[src/rtl/rvm_scu_arb.sv]
// rvm_scu_arb: arbitrates core and debug CSR accesses onto the SCU port and returns the old CSR value.
module rvm_scu_arb #(
  parameter int DBG_MAX_WAIT = 4
) (
  input  logic        clk,
  input  logic        reset,
  input  logic        core_stall,
  input  logic        core_req,
  input  logic [3:0]  core_op,
  input  logic [4:0]  core_rs1_addr,
  input  logic [31:0] core_rs1,
  input  logic [11:0] core_csr_addr,
  output logic        core_gnt,
  output logic        core_done,
  output logic [31:0] core_rdata,
  input  logic        dbg_req,
  input  logic        dbg_write,
  input  logic [11:0] dbg_addr,
  input  logic [31:0] dbg_wdata,
  output logic        dbg_gnt,
  output logic        dbg_done,
  output logic [31:0] dbg_rdata,
  output logic [3:0]  scu_op,
  output logic [4:0]  scu_rs1_addr,
  output logic [31:0] scu_rs1,
  output logic [31:0] scu_imm,
  input  logic [31:0] scu_wb_val
);
  localparam logic [2:0] IDLE       = 3'd0;
  localparam logic [2:0] ISSUE_CORE = 3'd1;
  localparam logic [2:0] RESP_CORE  = 3'd2;
  localparam logic [2:0] ISSUE_DBG  = 3'd3;
  localparam logic [2:0] RESP_DBG   = 3'd4;
  localparam logic [3:0] CSRRW      = 4'b0001;
  localparam logic [3:0] CSRRS      = 4'b0010;
  localparam logic [3:0] MAX_WAIT   = 4'(DBG_MAX_WAIT);
  logic [2:0] state, state_nxt;
  logic [3:0] wait_cnt;
  logic       arb, dbg_win;
  assign arb     = (state == IDLE) && !core_stall && (core_req || dbg_req);
  assign dbg_win = dbg_req && (!core_req || wait_cnt == MAX_WAIT);
  always_comb begin
    state_nxt = (state == IDLE)       ? (arb ? (dbg_win ? ISSUE_DBG : ISSUE_CORE) : IDLE) :
                (state == ISSUE_CORE) ? RESP_CORE :
                (state == ISSUE_DBG)  ? RESP_DBG  : IDLE;
  end
  always_ff @(posedge clk) begin
    if (reset) begin
      state      <= IDLE;
      wait_cnt   <= 4'd0;
      core_rdata <= 32'd0;
      dbg_rdata  <= 32'd0;
    end else begin
      state <= state_nxt;
      if (!dbg_req || (arb && dbg_win))
        wait_cnt <= 4'd0;
      else if (arb && wait_cnt != MAX_WAIT)
        wait_cnt <= wait_cnt + 4'd1;
      if (state == ISSUE_CORE)
        core_rdata <= scu_wb_val;
      if (state == ISSUE_DBG)
        dbg_rdata <= scu_wb_val;
    end
  end
  assign core_gnt  = state == ISSUE_CORE;
  assign dbg_gnt   = state == ISSUE_DBG;
  assign core_done = state == RESP_CORE;
  assign dbg_done  = state == RESP_DBG;
  // debug reads go out as CSRRS with a zero mask so the CSR is rewritten unchanged
  assign scu_op       = core_gnt ? core_op : dbg_gnt ? (dbg_write ? CSRRW : CSRRS) : 4'b0000;
  assign scu_rs1_addr = core_gnt ? core_rs1_addr : 5'd0;
  assign scu_rs1      = core_gnt ? core_rs1 : (dbg_gnt && dbg_write) ? dbg_wdata : 32'd0;
  assign scu_imm      = {20'd0, core_gnt ? core_csr_addr : dbg_gnt ? dbg_addr : 12'd0};
endmodule

[config.mk]
export PLATFORM = sky130hd
export DESIGN_NAME = rvm_scu_arb
export DESIGN_NICKNAME = d
export VERILOG_FILES = /design/src/rtl/rvm_scu_arb.sv
export SDC_FILE = /design/constraint.sdc
export NUM_CORES = 1
export LEC_CHECK = 0
export CAP_MARGIN = 15
export CORE_MARGIN = 8
export CORE_UTILIZATION = 35
export DETAILED_ROUTE_END_ITERATION = 8
export GPL_ROUTABILITY_DRIVEN = 0
export PLACE_DENSITY = 0.88
export SKIP_CTS_REPAIR_TIMING = 1
export SLEW_MARGIN = 20
export SYNTH_ARGS = -nofsm -noshare
export SYNTH_HDL_FRONTEND = slang
export SYNTH_SLANG_ARGS = --single-unit
export TNS_END_PERCENT = 100
[constraint.sdc]
create_clock -name clk -period 2.7 [get_ports clk]
set_input_delay 0.27 -clock clk [delete_from_list [all_inputs] [get_ports clk]]
set_output_delay 0.27 -clock clk [all_outputs]
set_load 0.02 [all_outputs]
==> results.ini <==
[pwr]
cellInternalPower_w=0.00175
power-per-cell-area_nw_per_um2=417
switching_share=0.295
seqPwrFrac=0.440
power_in_combinational_cells_w=0.000594
power.total_w=0.00248
top_power_group=registers
leakage_power_total_nw=2.18
clock_power_w=0.000796
pwr-share-clk=0.321
max-vdd-ir-drop_v=0.000330

[cells_and_area]
layout.buffer.nonclock.area_share=0.442
final_util=0.653
buffers=263
multiInputGateArea_um2=1560
most-common-layout-cells=251 x sky130_fd_sc_hd__clkdlybuf4s50_1, 130 x sky130_fd_sc_hd__nand2_1, 71 x sky130_fd_sc_hd__dfxtp_1
biggestCellCategory=non-clock buffers
area_share_clock_buf_inv=0.0309
n_fill_cell=740
layout.nets=786
syn_to_final_growth_pct=83.5
insertedDiodeCount=0

[final_timing]
fin_skew_ps=10.6
max_freq_ghz=0.384
setup_repair_after_global_routing_missed_its_margin=false
slew-limit-headroom=0.513
finalHoldViolations=0
final.hold.worst_slack_ps=401
postLayoutSetupSlackWorst_ps=94.6
timing.final.setup_violations=0
timing_max_transition_violations_final=0
worst_slew_pin_slew_ps=724

[grt]
total_global_routing_overflow=0
met3_usage=0.103
combined_global_route_utilization_of_all_metal_layers=0.217
grt_start_max_net_pins=49
first_pass_grt_wire_length_um=21500
met2_layer_usage_reported_by_global_route=0.385
use_met1=0.220
grt_busiest_layer=met2
grt_pass1_vias=3825

[yosys]
ys_cells=408
number_of_distinct_library_cells_after_synthesis=37
post_synth_mux_area_share=0
cell_count_after_synthesis=408
synth_simple_gate_area_share=0.206
top_cells_by_area=sky130_fd_sc_hd__dfxtp_1 44%, sky130_fd_sc_hd__nand2_1 15%, sky130_fd_sc_hd__a22o_1 12%
synthMostInstantiatedCell=sky130_fd_sc_hd__nand2_1
ys_top_cells_by_count=130 x sky130_fd_sc_hd__nand2_1, 71 x sky130_fd_sc_hd__dfxtp_1, 66 x sky130_fd_sc_hd__a21oi_1
netlist_logic_family_top=AND-OR/OR-AND gates
postSynthSeqShare=0.438
edff_count_synth=0
synth-compound-area-share=0.244
synth.cellmix.adderShare=0.00771
post_synth_xor_area_fraction=0
ff_type=sky130_fd_sc_hd__dfxtp_1
yosys.stat.chipArea_um2=3240
synth-warning-count=0
async_s_r_ff_share_synth=0
area_share_of_the_largest_cell_type_after_synthesis=0.438
avgSynthCellArea_um2=7.95
largest_area_cell=sky130_fd_sc_hd__dfxtp_1
synth.cell_area_um2=3240

[floorplanning]
die_y_um=112
nWellTaps=111
initial_utilization=0.356
dieArea_um2=12600
die.size.x_um=112
io-pin-count=276

[setup_path]
critPathSlowestCell=sky130_fd_sc_hd__clkdlybuf4s50_1
timing.critical_path.depth=5
worstReg2RegStart=state[1]$_SDFF_PP0_
crit_path_start=state[0]$_SDFF_PP0_
timing.critical_path.slowest_cell_delay_ps=680
critical_path.reg2reg.endpoint=wait_cnt[3]$_SDFFE_PP0P_
critical_path_class=reg2out
worstPathMaxFanout=48
cp-start-kind=flip-flop
critPathArrivalTime_ps=2340
critPathBufInv=3
critical_path.endpoint=scu_rs1_addr[4]
cp-end-kind=output port
critical-path-top-delay-family=buffers and inverters
timing.reg2reg.setup_slack_ps=1020

[cts]
clockRootBuffer=sky130_fd_sc_hd__clkbuf_8
path_clk_slew_ps=90
clock_sinks=71
cts_tree=yes
cts_max_level=3
cts_max_path_buffers=2

[routing]
wl_per_cell_um=19.0
drc=0
drtAntennaViolNets=0
met2_wirelength_um=7350
drt_iter0_drc=164
drt-vias-per-instance=4.95
dr_total_vias=3788
route.met3.wl_um=1470
m1WireLength_um=5390
firstDrtPassIters=4
top_layer=met4

[place]
worst_slack_at_placement_ps=416
dpl_cell_area_um2=5760
place.port_buffers=255
placed_cells_incl_taps=749
dpl.hpwl_um=11600

[run]
warnings=27
reported_max_cap_violation_count=0

[min_path]
timing.hold.worst.start=reset
hold_path.class=in2reg
holdPathStages=2
min_delay_worst_endpoint=core_rdata[30]$_SDFFE_PP0P_

[run_status]
status=finished, final reports clean

**Placed cells, one colour a class**

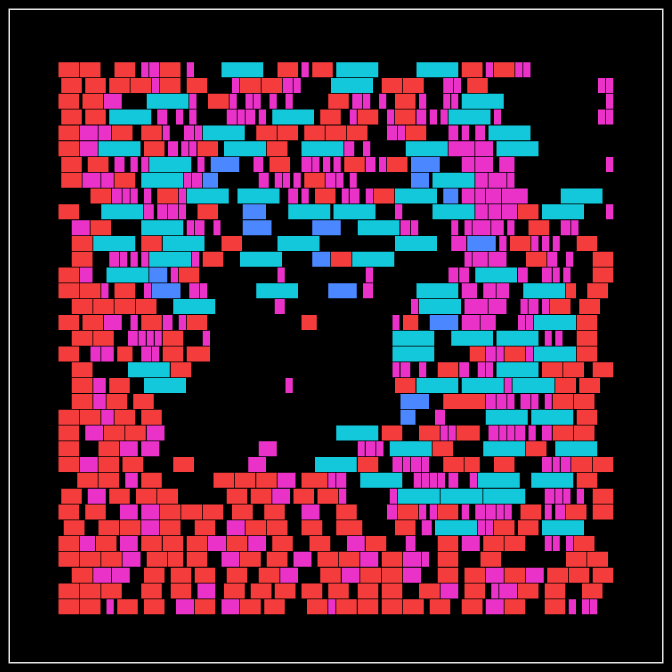
colour	class	cells
blue	clock drivers and dummy loads	16
red	remaining buffers and delay cells	263
magenta	combinational and other logic	304
cyan	sequential cells	71
area of the core region: 9110 um^2
final cell area excluding filler cells: 5950 um^2
num rows: 35
flop share of the area: 0.239

**Where the registers sit**

Other sequential cells in the stronger grey, the rest of the logic in the fainter grey.
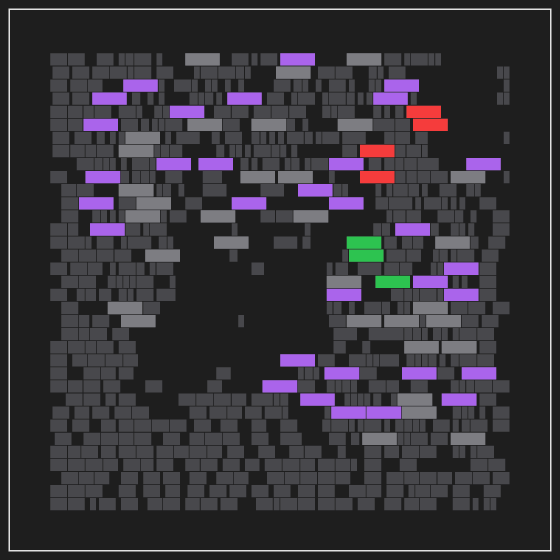
colour	signal	sequential cells
green	state	3
red	wait_cnt	4
purple	dbg_rdata	32
power in sequential cells: 0.00109 W
FF/Latch Area: 1420 um^2

**Clock nets**

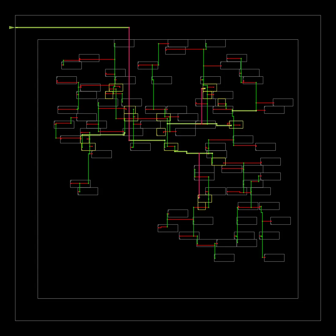
Num CTS Buffers: 9
flip-flops: 71
final-layout clock buffer total: 9

**Selected gate families**

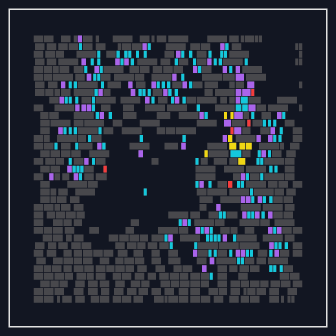
colour	family	cells
cyan	nand cells	134
purple	aoi and oai cells	75
red	inv cells	5
yellow	nor cells	8
commonest non-fill, non-tap cell in the layout: sky130_fd_sc_hd__clkdlybuf4s50_1
final instance count without filler cells: 765
fraction of area in multi-input gates: 0.262

Power is estimated from default activity; no workload was simulated.
